### src/rtl/freq_meter_pkg.sv
`default_nettype none
// ============================================================================
// Module  : freq_meter_pkg
// Brief   : Shared state encoding, clog2 helper and gate constant for freq_meter.
// Revision: 1.0 - initial release
// ============================================================================
package freq_meter_pkg;

  typedef enum logic [1:0] {
    IDLE = 2'd0,
    GATE = 2'd1,
    CONV = 2'd2
  } state_e;

  localparam int GATE_1S = 100_000_000;

  function automatic int clog2(input int value);
    int r;
    int v;
    r = 0;
    v = value - 1;
    while (v > 0) begin
      r++;
      v = v >> 1;
    end
    return r;
  endfunction

endpackage
`default_nettype wire

### src/rtl/bin2bcd_seq.sv
`default_nettype none
// ============================================================================
// Module  : bin2bcd_seq
// Brief   : Sequential shift-add-3 binary-to-BCD converter, one bit per clock.
// Revision: 1.0 - initial release
// ============================================================================
module bin2bcd_seq
  import freq_meter_pkg::*;
#(
  parameter int IN_W   = 8,
  parameter int DIGITS = 3
) (
  input  logic                  clk,
  input  logic                  rst_n,
  input  logic                  start,
  input  logic [IN_W-1:0]       bin,
  output logic [4*DIGITS-1:0]   bcd,
  output logic                  done
);

  localparam int CW = clog2(IN_W + 1);

  logic [IN_W-1:0]     r_bin;
  logic [4*DIGITS-1:0] r_acc;
  logic [CW-1:0]       r_cnt;
  logic [4*DIGITS-1:0] w_adj;

  always_comb begin
    w_adj = r_acc;
    for (int d = 0; d < DIGITS; d++) begin
      if (r_acc[4*d +: 4] >= 4'd5) begin
        w_adj[4*d +: 4] = r_acc[4*d +: 4] + 4'd3;
      end
    end
  end

  // bcd is the next accumulator value, so it is final while done is high
  assign bcd  = (w_adj << 1) | {{(4*DIGITS-1){1'b0}}, r_bin[IN_W-1]};
  assign done = (r_cnt == CW'(1));

  always_ff @(posedge clk or negedge rst_n) begin
    if (!rst_n) begin
      r_bin <= '0;
      r_acc <= '0;
      r_cnt <= '0;
    end else if (start) begin
      r_bin <= bin;
      r_acc <= '0;
      r_cnt <= CW'(IN_W);
    end else if (r_cnt != '0) begin
      r_acc <= bcd;
      r_bin <= r_bin << 1;
      r_cnt <= r_cnt - CW'(1);
    end
  end

endmodule
`default_nettype wire

### src/rtl/freq_meter.sv
`default_nettype none
// ============================================================================
// Module  : freq_meter
// Brief   : Counts sig_in rising edges over a GATE_CYCLES window, back to back.
//           Optional BCD output enabled by defining FREQ_METER_BCD_EN.
// Revision: 1.0 - initial release
// ============================================================================
module freq_meter
  import freq_meter_pkg::*;
#(
  parameter int GATE_CYCLES = GATE_1S,
  parameter int CNT_W       = 27,
  parameter int DIGITS      = 8
) (
  input  logic                clk,
  input  logic                rst_n,
  input  logic                en,
  input  logic                sig_in,
  output logic [CNT_W-1:0]    freq,
  output logic                valid,
  output logic                ovf,
  output logic                busy
`ifdef FREQ_METER_BCD_EN
  ,
  output logic [4*DIGITS-1:0] bcd
`endif
);

  localparam int              GW     = (clog2(GATE_CYCLES) < 1) ? 1 : clog2(GATE_CYCLES);
  localparam logic [GW-1:0]   GLAST  = GW'(GATE_CYCLES - 1);
  localparam logic [1:0]      S_IDLE = IDLE;
  localparam logic [1:0]      S_GATE = GATE;

  if (DIGITS < 1) begin : g_bad_digits
    $error("freq_meter: DIGITS must be at least 1");
  end

  logic             r_s1, r_s2, r_s3;
  logic [1:0]       r_state;
  logic [GW-1:0]    r_gcnt;
  logic [CNT_W-1:0] r_ecnt;
  logic             r_sat;
  logic [CNT_W-1:0] r_freq;
  logic             r_ovf;
  logic             r_valid;

  logic             w_edge;
  logic             w_last;
  logic             w_ecnt_max;
  logic [CNT_W-1:0] w_fin_freq;
  logic             w_fin_ovf;

  always_ff @(posedge clk or negedge rst_n) begin
    if (!rst_n) begin
      r_s1 <= 1'b0;
      r_s2 <= 1'b0;
      r_s3 <= 1'b0;
    end else begin
      r_s1 <= sig_in;
      r_s2 <= r_s1;
      r_s3 <= r_s2;
    end
  end

  assign w_edge     = r_s2 & ~r_s3;
  assign w_last     = (r_state == S_GATE) && (r_gcnt == GLAST);
  assign w_ecnt_max = &r_ecnt;
  // An edge on the closing cycle still belongs to this gate
  assign w_fin_freq = (w_edge && !w_ecnt_max) ? r_ecnt + CNT_W'(1) : r_ecnt;
  assign w_fin_ovf  = r_sat | (w_edge & w_ecnt_max);

  always_ff @(posedge clk or negedge rst_n) begin
    if (!rst_n) begin
      r_state <= S_IDLE;
      r_gcnt  <= '0;
      r_ecnt  <= '0;
      r_sat   <= 1'b0;
    end else begin
      case (r_state)
        S_GATE: begin
          if (w_last || !en) begin
            r_gcnt  <= '0;
            r_ecnt  <= '0;
            r_sat   <= 1'b0;
            r_state <= en ? S_GATE : S_IDLE;
          end else begin
            r_gcnt <= r_gcnt + GW'(1);
            if (w_edge) begin
              if (w_ecnt_max) begin
                r_sat <= 1'b1;
              end else begin
                r_ecnt <= r_ecnt + CNT_W'(1);
              end
            end
          end
        end
        default: begin
          r_gcnt  <= '0;
          r_ecnt  <= '0;
          r_sat   <= 1'b0;
          r_state <= en ? S_GATE : S_IDLE;
        end
      endcase
    end
  end

`ifdef FREQ_METER_BCD_EN
  if (GATE_CYCLES <= CNT_W + 1) begin : g_gate_too_short
    $error("freq_meter: GATE_CYCLES must exceed CNT_W+1 when BCD is enabled");
  end

  logic [CNT_W-1:0]    r_pfreq;
  logic                r_povf;
  logic [4*DIGITS-1:0] r_bcd;
  logic [4*DIGITS-1:0] w_bcd;
  logic                w_done;

  // The converter works on a latched copy so the next gate starts at once
  bin2bcd_seq #(
    .IN_W   (CNT_W),
    .DIGITS (DIGITS)
  ) u_bin2bcd (
    .clk   (clk),
    .rst_n (rst_n),
    .start (w_last),
    .bin   (w_fin_freq),
    .bcd   (w_bcd),
    .done  (w_done)
  );

  always_ff @(posedge clk or negedge rst_n) begin
    if (!rst_n) begin
      r_pfreq <= '0;
      r_povf  <= 1'b0;
      r_freq  <= '0;
      r_ovf   <= 1'b0;
      r_bcd   <= '0;
      r_valid <= 1'b0;
    end else begin
      r_valid <= w_done;
      if (w_last) begin
        r_pfreq <= w_fin_freq;
        r_povf  <= w_fin_ovf;
      end
      if (w_done) begin
        r_freq <= r_pfreq;
        r_ovf  <= r_povf;
        r_bcd  <= w_bcd;
      end
    end
  end

  assign bcd = r_bcd;
`else
  always_ff @(posedge clk or negedge rst_n) begin
    if (!rst_n) begin
      r_freq  <= '0;
      r_ovf   <= 1'b0;
      r_valid <= 1'b0;
    end else begin
      r_valid <= w_last;
      if (w_last) begin
        r_freq <= w_fin_freq;
        r_ovf  <= w_fin_ovf;
      end
    end
  end
`endif

  assign freq  = r_freq;
  assign ovf   = r_ovf;
  assign valid = r_valid;
  assign busy  = (r_state == S_GATE);

endmodule
`default_nettype wire
### config.mk
export PLATFORM = sky130hd
export DESIGN_NAME = freq_meter
export DESIGN_NICKNAME = d
export VERILOG_FILES = /design/src/rtl/freq_meter_pkg.sv /design/src/rtl/bin2bcd_seq.sv /design/src/rtl/freq_meter.sv
export SDC_FILE = /design/constraint.sdc
export NUM_CORES = 1
export LEC_CHECK = 0
export ABC_AREA = 0
export CAP_MARGIN = 20
export CORE_MARGIN = 2
export CORE_UTILIZATION = 55
export CTS_CLUSTER_SIZE = 14
export DETAILED_ROUTE_END_ITERATION = 6
export GPL_TIMING_DRIVEN = 1
export HOLD_SLACK_MARGIN = 0.12
export PLACE_DENSITY = 0.74
export SYNTH_ARGS = -nofsm -noshare
export SYNTH_HDL_FRONTEND = slang
export SYNTH_SLANG_ARGS = --single-unit
### constraint.sdc
create_clock -name clk -period 2.62 [get_ports clk]
set_clock_uncertainty 0.05 [all_clocks]
set_input_delay 0.262 -clock clk [delete_from_list [all_inputs] [get_ports clk]]
set_output_delay 0.262 -clock clk [all_outputs]
set_load 0.05 [all_outputs]
**Run 1: logic cells by family**

Scale: 6 px per um.
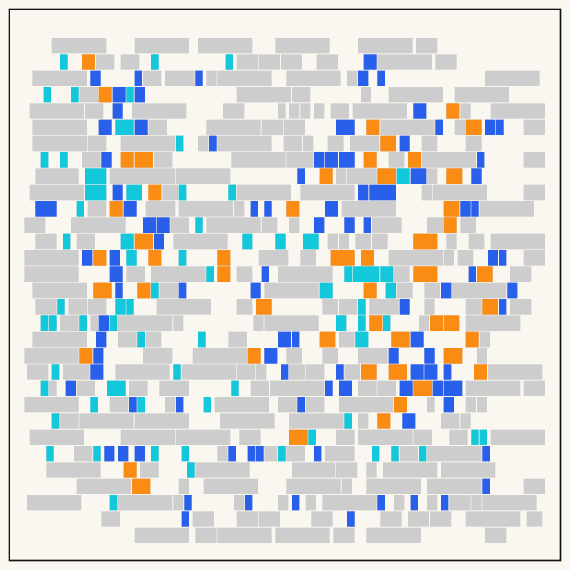
Key: nand cells = blue [cells 99]; nor cells = cyan [cells 69]; and/or cells = orange [cells 51]
final instance count without filler cells: 573
logic share of the area: 39.4%
most instantiated logic cell after routing: dfrtp_1

**Run 1: signal metal coverage by tile**

Scale: 4 px per um. 18 x 18 tiles, from white (low) to dark blue (high), scaled to the fullest tile. Values are wire area over tile area, all layers added.
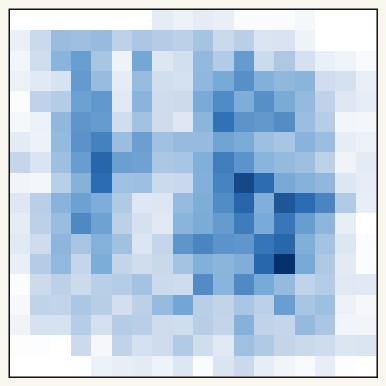
7.7% of the tiles are nearly empty. The fullest tile reaches 0.58. 17% of the tiles are over half the peak. The mean over all tiles is 0.18.
Via Count: 3,447
total wire length: 9570 um
wire per inst: 16.7 um
overall fraction of global-route tracks in use: 24.5%

==> impl_results.rst, run 1 <==
Metrics
=======

.. list-table::
   :header-rows: 1

   * - Metric
     - Value
   * - Status
     - finished clean
   * - Worst Path Class, Setup
     - reg -> reg
   * - Crit-path cells
     - ha_1 > nand3_1 > or3_1 > nor4_1 > nor3b_1 > o31ai_1
   * - GRT met2 Usage
     - 40.3%
   * - Antenna violations before repair
     - 0
   * - Number of DRC violations after detailed-routing iteration 0
     - 207
   * - Sum of negative setup slack
     - 0 ps
   * - Fmax
     - 434 MHz
   * - Synth Seq Share
     - 52.1%
   * - Via density per instance
     - 6.02
   * - Top power group
     - sequential cells
   * - Global-route met1 utilization
     - 33.5%
   * - Count of endpoints failing setup in the final report
     - 0
   * - Post-synth cell types
     - 44
   * - Buffer levels on the longest clock path
     - 2
   * - Cell chosen for the clock root
     - clkbuf_8
   * - Reg power frac
     - 56.7%
   * - Yosys reg bits
     - 88
   * - Clock power share
     - 40.5%
   * - Switching Fraction
     - 22.5%
   * - Area growth, synth to finish
     - 16.2%
   * - Data arrival time of the critical path
     - 2490 ps
   * - Number of nets at floorplan
     - 442
   * - H-tree Lvls
     - 3
**Run 1: M4 wires**

Scale: 4 px per um. Supply wires on this layer in grey.
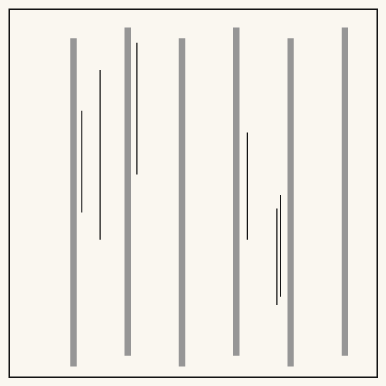
The longest straight run is 42.2 um. The layer holds 1.8% of the routed length. The layer carries 175 um of wire. The wires run mostly vertical.

## run 1: metal layers
layer / up-vias / wire (um) / share of wire, %
li1: 1649 / - / -
met1: 1720 / 4330 / 45
met2: 61 / 4810 / 50
met3: 17 / 262 / 2.7
met4: 0 / 175 / 1.8
met5: - / 0 / 0
## run 1: cell usage in the layout (no fill, tap or decap), types with 9 or more instances in the layout
cell type / n
xor2_1: 20
and4_1: 9
nand2_1: 40
a21oi_1: 15
clkdlybuf4s50_1: 32
o21ai_0: 26
or3_1: 11
xnor2_1: 17
and3_1: 13
dfrtp_1: 88
or4_1: 10
nand4_1: 19
nor2_1: 51
nand3_1: 33
clkbuf_8: 11
## run 1: registers in the layout (all words and copies together), names as in the netlist
| register | flops |
|---|---|
| freq | 27 |
| r_s1 | 1 |
| r_ecnt | 27 |
| r_sat | 1 |
| r_gcnt | 27 |
| r_s3 | 1 |
| ovf | 1 |
| r_state | 1 |
| valid | 1 |
| r_s2 | 1 |
## run 1: layout make-up
class                      instances  area (um^2)
sequential                        88         2200
timing repair buffer              43          430
inverter                           4         15.0
fill                             588         2420
tap                               99          124
clock buffer                      11          151
multi-input combinational        324         1930
clock inverter                     4         53.8
## run 1: kinds of logic after synthesis
family	Yosys count	synth area share (%)
simple gates	219	27.9
flops	88	52.1
compound gates	65	9.19
xor+xnor	37	7.67
buf+inv	24	2.22
fa+ha+maj	2	0.592
mux	1	0.237
## run 1: stage by stage
step	power (mW)	area [um^2]	worst slack [ps]	hold slack, ps	util (%)
2_1_floorplan	1.42	4220	430	-83.6	-
3_3_place_gp	1.46	4690	395	258	64.0
3_5_place_dp	1.46	4690	370	260	64.0
4_1_cts	2.43	4910	338	330	67.0
5_1_grt	2.48	4910	138	336	67.0
6_report	2.41	4910	318	326	67.0
**Run 1: close-up of the layout**

Region (31, 12) to (61, 42) um. Cells in grey, sequential cells in the stronger grey; small squares are vias.
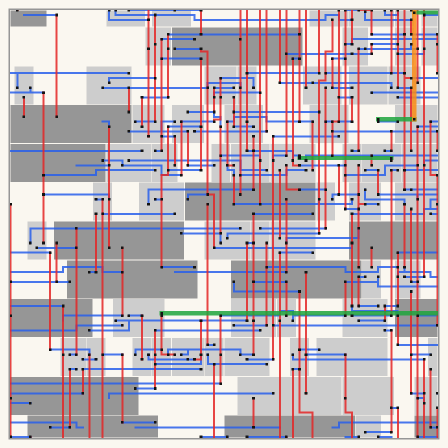

==> run 1 -> run 2 <==
- CORE_MARGIN: 2 -> 4
- PLACE_DENSITY: 0.74 -> 0.76
**Run 2: close-up of the layout**

Region (33, 14) to (63, 44) um. Cells in grey, sequential cells in the stronger grey; small squares are vias.
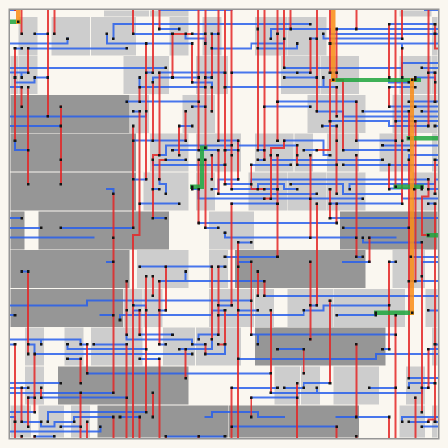
Key: metal 2 = red; metal 1 = blue; metal 4 = orange; metal 3 = green
65 logic cells have their middle in the window. Sequential cells in the window: 12. Most frequent: dfrtp_1 (12), nand2_1 (9), nor2_1 (8). Netlist names of flops here include r_ecnt (9), freq (3).

**Run 2: M4 wires**

Scale: 4 px per um. Supply wires on this layer in grey.
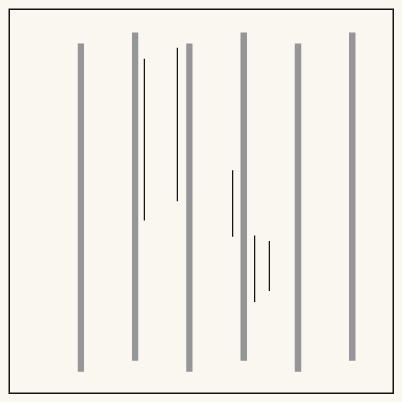
The layer holds 1.3% of the routed length. The longest straight run is 40.1 um. 3 nets have wire on it. The wires run mostly vertical.
total wire length: 9290 um
Via Count: 3,409

**Run 2: logic cells by family**

Scale: 6 px per um.
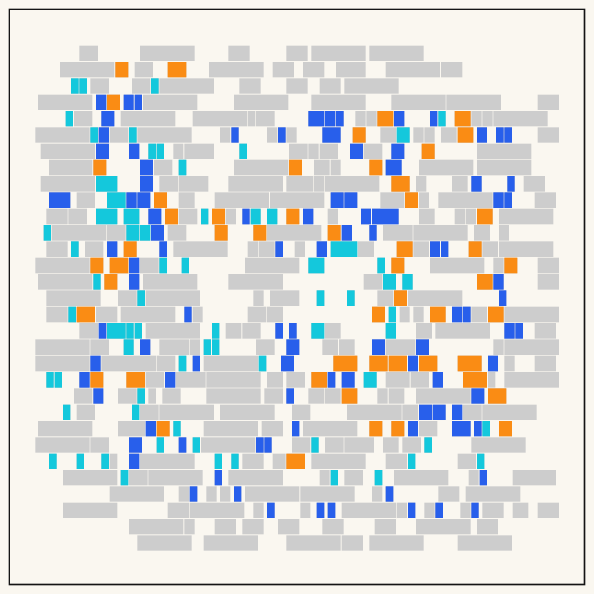
Key: and/or cells = orange [cells 51]; nand cells = blue [cells 99]; nor cells = cyan [cells 69]
final instance count without filler cells: 575
logic share of the area: 39.4%

==> run 2 against run 1 <==
Against the previous run:
- sequential share of layout area up 0.10 points
- first-iteration DRC count fell by 21%
- worst hold slack worse by 42 ps
- combinational power decreased by 1%
- largest cell class unchanged
- worst setup slack got worse by 13 ps
- total power is 3.0% lower
- largest power group unchanged
- non-clock buffer count up 1
- final cell count is 0.35% higher
==> impl_results.rst, run 2 <==
Metrics
=======

.. list-table::
   :header-rows: 1

   * - Metric
     - Value
   * - Cell chosen for the clock root
     - clkbuf_8
   * - Antenna violations before repair
     - 0
   * - Top cells by count, synth
     - dfrtp_1 (88), nor2_1 (51), nand2_1 (40)
   * - Static Leak
     - 1.98 nW
   * - Post-layout utilization of the core
     - 66.5%
   * - Area growth, synth to finish
     - 16.0%
   * - Most frequent cell after synthesis
     - dfrtp_1
   * - Data arrival time of the critical path
     - 2560 ps
   * - Uppermost layer routed
     - met4
   * - Worst R2R Start
     - r_ecnt[3]
   * - Synth Seq Share
     - 52.1%
   * - # Cells Yosys
     - 436
   * - Final Total Pwr
     - 2.34 mW
   * - Via density per instance
     - 5.93
   * - Post CTS Setup Buffer Count
     - 0
   * - GRT met2 Usage
     - 39.0%
   * - Routed length on met3
     - 318 um
   * - Sum of negative setup slack
     - 0 ps
   * - Wire per inst
     - 16.2 um
   * - H-tree Lvls
     - 3
   * - Worst Hold Class
     - in -> reg
   * - Number of nets at floorplan
     - 442
   * - Fmax
     - 432 MHz
   * - Status
     - finished clean
   * - Most instantiated logic cell after routing
     - dfrtp_1
   * - Global-route met1 utilization
     - 29.5%
   * - Buffer levels on the longest clock path
     - 2
   * - Overall fraction of global-route tracks in use
     - 22.8%
   * - Routed met1 length
     - 4140 um
   * - Fillcell total
     - 633
   * - Post-synth cell types
     - 44
   * - Residual DRC
     - 0
   * - Number of global-route vias before repair
     - 3,337
   * - Worst Path Class, Setup
     - reg -> reg
   * - Number of DRC violations after detailed-routing iteration 0
     - 163
   * - Sum of met2 wire segment lengths after detailed routing
     - 4710 um
   * - Count of endpoints failing setup in the final report
     - 0
   * - Worst reg2reg path endpoint
     - freq[19]
   * - RSZ-0062 raised after global routing
     - false
   * - Leading cell types in the layout, fill and taps excluded
     - dfrtp_1 (88), nor2_1 (51), nand2_1 (40), nand3_1 (33), clkdlybuf4s50_1 (32)
   * - Final worst hold slack
     - 284 ps
   * - Pin slew with the least headroom to its limit
     - 599 ps
   * - Yosys reg bits
     - 88
## run 2: cell types whose count changed in the layout (fill, tap and decap cells not counted), sizes merged
cell,change
buf,+1
bufinv,-1
clkbuf,-2
clkinv,+1
clkinvlp,-2
inv,+5
## run 2: final cells by class
cell class                 count  area, um^2  share of cell area, %
sequential                    88        2200                   45.0
multi-input combinational    324        1930                   39.4
timing repair buffer          44         438                   8.94
clock buffer                   9         124                   2.53
tap                           99         124                   2.53
clock inverter                 7        62.6                   1.28
inverter                       4        15.0                  0.307
## run 2: cell families (layout without fill, tap and decap cells)
logic type / Yosys count / in the layout / share of synthesized area, %
buffers and inverters: 24 / 64 / 2.22
and+or+nand+nor: 219 / 219 / 27.9
DFF: 88 / 88 / 52.1
adders and majority gates: 2 / 2 / 0.592
xor gates and xnor gates: 37 / 37 / 7.67
muxes: 1 / 1 / 0.237
AOI/OAI and AO/OA: 65 / 65 / 9.19
## run 2: worst min path at each step
stage	endpoint	slack, ps	cells past startpoint
2_1_floorplan	freq[0]	-80	0
3_5_place_dp	freq[20]	290	2
3_3_place_gp	freq[18]	280	2
5_1_grt	r_s1	270	1
6_report	r_s1	280	1
4_1_cts	r_s1	270	1
## run 2: worst max-delay path, cell delays in order, from the launching register on
cell and delay [ps]:
dfrtp_1 490, nand4_2 190, or4_4 580, or4_4 450, or4_1 400, nand3_1 100
## run 2: power by group
part	total, mW	switching (mW)	internal [mW]
clock network	0.903	0.534	0.368
logic	0.0670	0.0503	0.0167
registers	1.37	0.00469	1.36
## run 2: metrics by stage
step	setup WS (ps)	instance area [um^2]
floorplan	430	4220
global placement	362	4700
detailed placement	329	4700
CTS	303	4900
global route	31.9	4900
finish	305	4900
Power and IR drop assume default switching activity.
